Fig. 1: port wiring
Bar = 20 um.
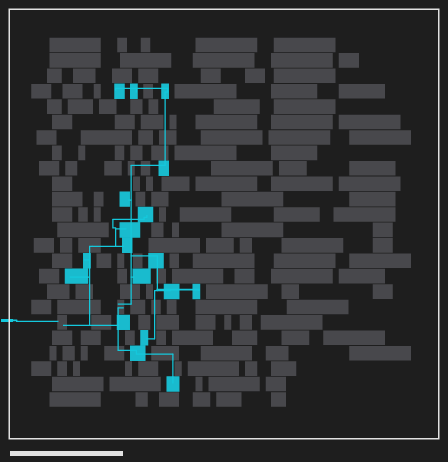
Fig. 2: sequential cells grouped by signal name
Other sequential cells in the stronger gray, the rest of the logic in the fainter gray.
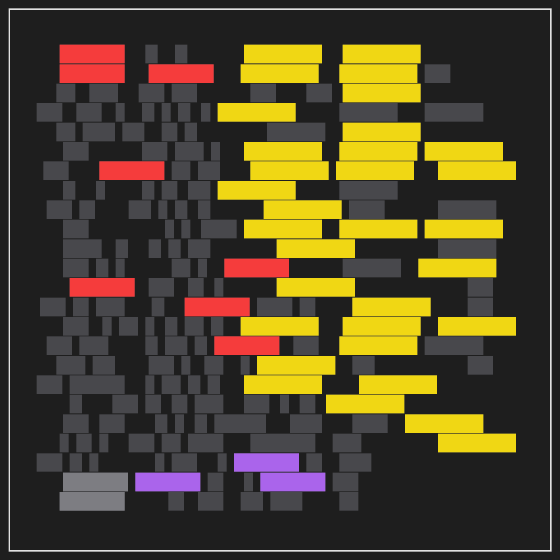
`src/rtl/pc_stack_unit.sv`:
```
// Program counter with load/increment/hold and a hardware call/return stack.
// Define PC_STACK_CIRCULAR_EN to make a Call on a full stack overwrite the oldest entry.
module pc_stack_unit #(
    parameter int word_size   = 8,
    parameter int stack_depth = 4,
    parameter int ptr_size    = 2
) (
    input  logic                 clk,
    input  logic                 rst,
    input  logic [word_size-1:0] data_in,
    input  logic                 Load_PC,
    input  logic                 Inc_PC,
    input  logic                 Call,
    input  logic                 Ret,
    input  logic                 Clr_Err,
    output logic [word_size-1:0] count,
    output logic                 stack_full,
    output logic                 stack_empty,
    output logic [ptr_size:0]    depth,
    output logic                 ovf_err,
    output logic                 unf_err
);

    localparam logic [ptr_size:0] DEPTH_MAX = (ptr_size+1)'(stack_depth);

    logic [word_size-1:0] count_q, count_d;
    logic [ptr_size:0]    depth_q, depth_d;
    logic                 ovf_q, ovf_d;
    logic                 unf_q, unf_d;
    logic [word_size-1:0] stack_q [stack_depth];
    logic [ptr_size-1:0]  push_idx, top_idx;
    logic                 push, shift;
    logic                 full, empty;

    assign full     = (depth_q == DEPTH_MAX);
    assign empty    = (depth_q == '0);
    assign push_idx = depth_q[ptr_size-1:0];
    assign top_idx  = push_idx - 1'b1;

    always_comb begin
        count_d = count_q;
        depth_d = depth_q;
        ovf_d   = ovf_q;
        unf_d   = unf_q;
        push    = 1'b0;
        shift   = 1'b0;
        // Clear first so that a set in the same cycle overrides it.
        if (Clr_Err) begin
            ovf_d = 1'b0;
            unf_d = 1'b0;
        end
        if (Ret) begin
            if (!empty) begin
                count_d = stack_q[top_idx];
                depth_d = depth_q - 1'b1;
            end else begin
                unf_d = 1'b1;
            end
        end else if (Call) begin
            if (!full) begin
                push    = 1'b1;
                count_d = data_in;
                depth_d = depth_q + 1'b1;
            end else begin
`ifdef PC_STACK_CIRCULAR_EN
                shift   = 1'b1;
                count_d = data_in;
`else
                ovf_d   = 1'b1;
`endif
            end
        end else if (Load_PC) begin
            count_d = data_in;
        end else if (Inc_PC) begin
            count_d = count_q + 1'b1;
        end
    end

    always_ff @(posedge clk or negedge rst) begin
        if (!rst) begin
            count_q <= '0;
            depth_q <= '0;
            ovf_q   <= 1'b0;
            unf_q   <= 1'b0;
        end else begin
            count_q <= count_d;
            depth_q <= depth_d;
            ovf_q   <= ovf_d;
            unf_q   <= unf_d;
        end
    end

    // Storage needs no reset; an overwrite on full drops entry 0 (the oldest).
    always_ff @(posedge clk) begin
        if (push) begin
            stack_q[push_idx] <= count_q;
        end else if (shift) begin
            for (int i = 0; i < stack_depth - 1; i++) begin
                stack_q[i] <= stack_q[i+1];
            end
            stack_q[stack_depth-1] <= count_q;
        end
    end

    assign count       = count_q;
    assign depth       = depth_q;
    assign ovf_err     = ovf_q;
    assign unf_err     = unf_q;
    assign stack_full  = full;
    assign stack_empty = empty;

endmodule

```
`config.mk`:
```
export PLATFORM = sky130hd
export DESIGN_NAME = pc_stack_unit
export DESIGN_NICKNAME = d
export VERILOG_FILES = /design/src/rtl/pc_stack_unit.sv
export SDC_FILE = /design/constraint.sdc
export NUM_CORES = 1
export LEC_CHECK = 0
export CAP_MARGIN = 20
export CELL_PAD_IN_SITES_DETAIL_PLACEMENT = 1
export CELL_PAD_IN_SITES_GLOBAL_PLACEMENT = 1
export CORE_MARGIN = 3
export CORE_UTILIZATION = 44
export CTS_CLUSTER_SIZE = 28
export DETAILED_ROUTE_END_ITERATION = 10
export GPL_TIMING_DRIVEN = 0
export PLACE_DENSITY = 0.8
export SLEW_MARGIN = 20
export SYNTH_ARGS = -nofsm -noshare
export SYNTH_HDL_FRONTEND = slang
export SYNTH_SLANG_ARGS = --single-unit
```
`constraint.sdc`:
```
create_clock -name clk -period 2.4 [get_ports clk]
set_input_delay 0.36 -clock clk [delete_from_list [all_inputs] [get_ports clk]]
set_output_delay 0.36 -clock clk [all_outputs]
set_load 0.01 [all_outputs]
```
==> impl_metrics.ini <==
; synthesis and place-and-route metrics
[critical_path]
worstReg2RegStart = depth[0]$_DFFE_PN0P_
endpoint_kind = output port
setup.worst_path.start = depth[0]$_DFFE_PN0P_
slowest_stage = clkdlybuf4s50_1
critPathRequiredTime_ns = 2.04
r2r.worst_path.cells = 6
worst_r2r_endpoint = count[3]$_DFFE_PN0P_
critPathMaxStageDelay_ns = 0.54
setup.worst_path.end = stack_empty

[final_timing]
worst_hold_slack_ns = 0.455
period_needed_ns = 2.31
slew_headroom_pct = 52.8
hold_viol_final = 0
final_critical_path_setup_slack_ns = 0.0905
slew_violations = 0
final_clock_skew_ns = 0.00831
fraction_of_the_cycle_the_final_worst_path_needs_pct = 96.2

[routing]
post_detailed_route_via_to_cell_ratio = 6.08
wl_met3_um = 222
wl_met1_um = 2290
dr.pass1.iters = 4
drcViolationCount = 0
wl_per_cell_um = 21.4

[synth]
synth_seq_share_pct = 60.5
postSynthNetCount = 171
synth-cells-yosys = 150
synthTopCellsByArea = edfxtp_1, dfrtp_1, mux4_2
synth.most_common_cell = edfxtp_1
synthFlopType = edfxtp_1
synth_cell_type_count = 45
async_reset_ff_share_pct = 28.9
synthesis.yosys.warnings = 0
post_synth_instance_area_um2 = 2130
enable_flop_cells = 32
synth_largest_type_area_fraction_pct = 45.2
post_synthesis_register_bit_count = 45

[clock_network]
cts_tree = yes
cts.reportedPaths.clkPinSlew_ns = 0.08
cts-root-buf = clkbuf_8
cts_inserted_buffers = 5
clock_insertion_delay_worst_skew_ns = 0.29
cts_sinks = 45
h-tree-depth = 2

[layout]
final_cells = 237
antenna-diode-count = 0
num-fill-cells = 454
drive_above_1_share_pct = 17.3

[global_route]
global_route_wire_length_before_repair_um = 7680
groute.layer.met1.usage_pct = 26.0
via_count_of_the_first_global_routing_pass = 1437
grt_busiest_layer = met2
globalRouteTotalUtil_pct = 19.3
grt_antenna_before_repair = 0
globalRoute.totalOverflow = 0

[pwr]
power_frac_clock_pct = 14.4
clock_power_mw = 0.446
vdd_ir_drop_max_mv = 0.555
seq_power_share_pct = 42.9
power_leader = registers
swShare_pct = 36.0
cellLeakagePower_nw = 0.941
pg_seq_mw = 1.33
pwr_density_cell_nw_per_um2 = 1200
combinationalPower_mw = 1.32

[die]
dieWidth_um = 75.5
die_height_um = 75.5
initCoreUtil_pct = 47.2
die_area_um2 = 5700

[placement]
place.gp.congestion = 0.822
pre_cts_ws_ns = -0.0492
numPortBuffers = 27
placedCellCount = 229

[status]
run_status = complete, no violations

[flow_run]
maxcap_violations = 0
## Picture notes: Fig. 1
cyan -> Ret  # bits 1, direction input, edge west, end cells 18, buffers 2, wire 169 um

## Picture notes: Fig. 2
purple -> depth  # sequential cells 3
red -> count  # sequential cells 8
yellow -> stack_q  # sequential cells 32
not colored = 2

-- logic make-up after synthesis --
group	Yosys count	synth area share, %
XOR/XNOR	2	0.824
flip-flops	45	60.5
AND-OR/OR-AND	35	11.9
multiplexers	13	10.9
AND/OR/NAND/NOR	35	8.59
buffers and inverters	14	3.41
adder cells (fa/ha/maj)	6	3.88
-- cell usage in the layout (no fill, tap or decap), types with 2 or more instances in the layout --
master,netlist,final
edfxtp_1,32,32
clkdlybuf4s50_1,0,27
dfrtp_1,13,13
o21ai_0,8,8
mux4_2,8,8
a21oi_1,8,8
nor2_1,7,7
nand2_1,8,7
inv_1,7,6
clkbuf_8,0,5
nor3_1,4,4
ha_1,5,4
buf_6,2,3
and3_1,3,3
nand2b_1,3,3
mux2i_1,3,3
clkinv_1,1,2
nand3b_1,2,2
o22ai_1,2,2
a21o_1,2,2
nand3_1,2,2
o311a_1,2,2
a31o_2,2,2
mux2_2,2,2
-- layout make-up --
class,instances,area [um^2],area share [%]
Sequential cell,45,1290,49.9
Tap cell,52,65.1,2.53
Inverter,8,30.0,1.17
Timing Repair Buffer,28,278,10.8
Clock inverter,3,17.5,0.680
Multi-Input combinational cell,91,788,30.6
Buffer,5,42.5,1.65
Clock buffer,5,68.8,2.67
-- flip-flops by register name, indices dropped and copies added, names as in the netlist --
name / flops
stack_q: 32
unf_err: 1
count: 8
depth: 3
ovf_err: 1
-- worst max-delay path, delay by kind of cell (launching register included) --
family / cells / cell delay (ns)
buf+inv: 4 / 0.93
flops: 1 / 0.42
fa+ha+maj: 1 / 0.19
simple gates: 1 / 0.12
-- what timing repair did --
action	in CTS	in global routing
endpoints found under the hold margin	0	0
resized	4	2
cloned	0	0
endpoints found under the setup margin	6	2
setup buffers	0	1
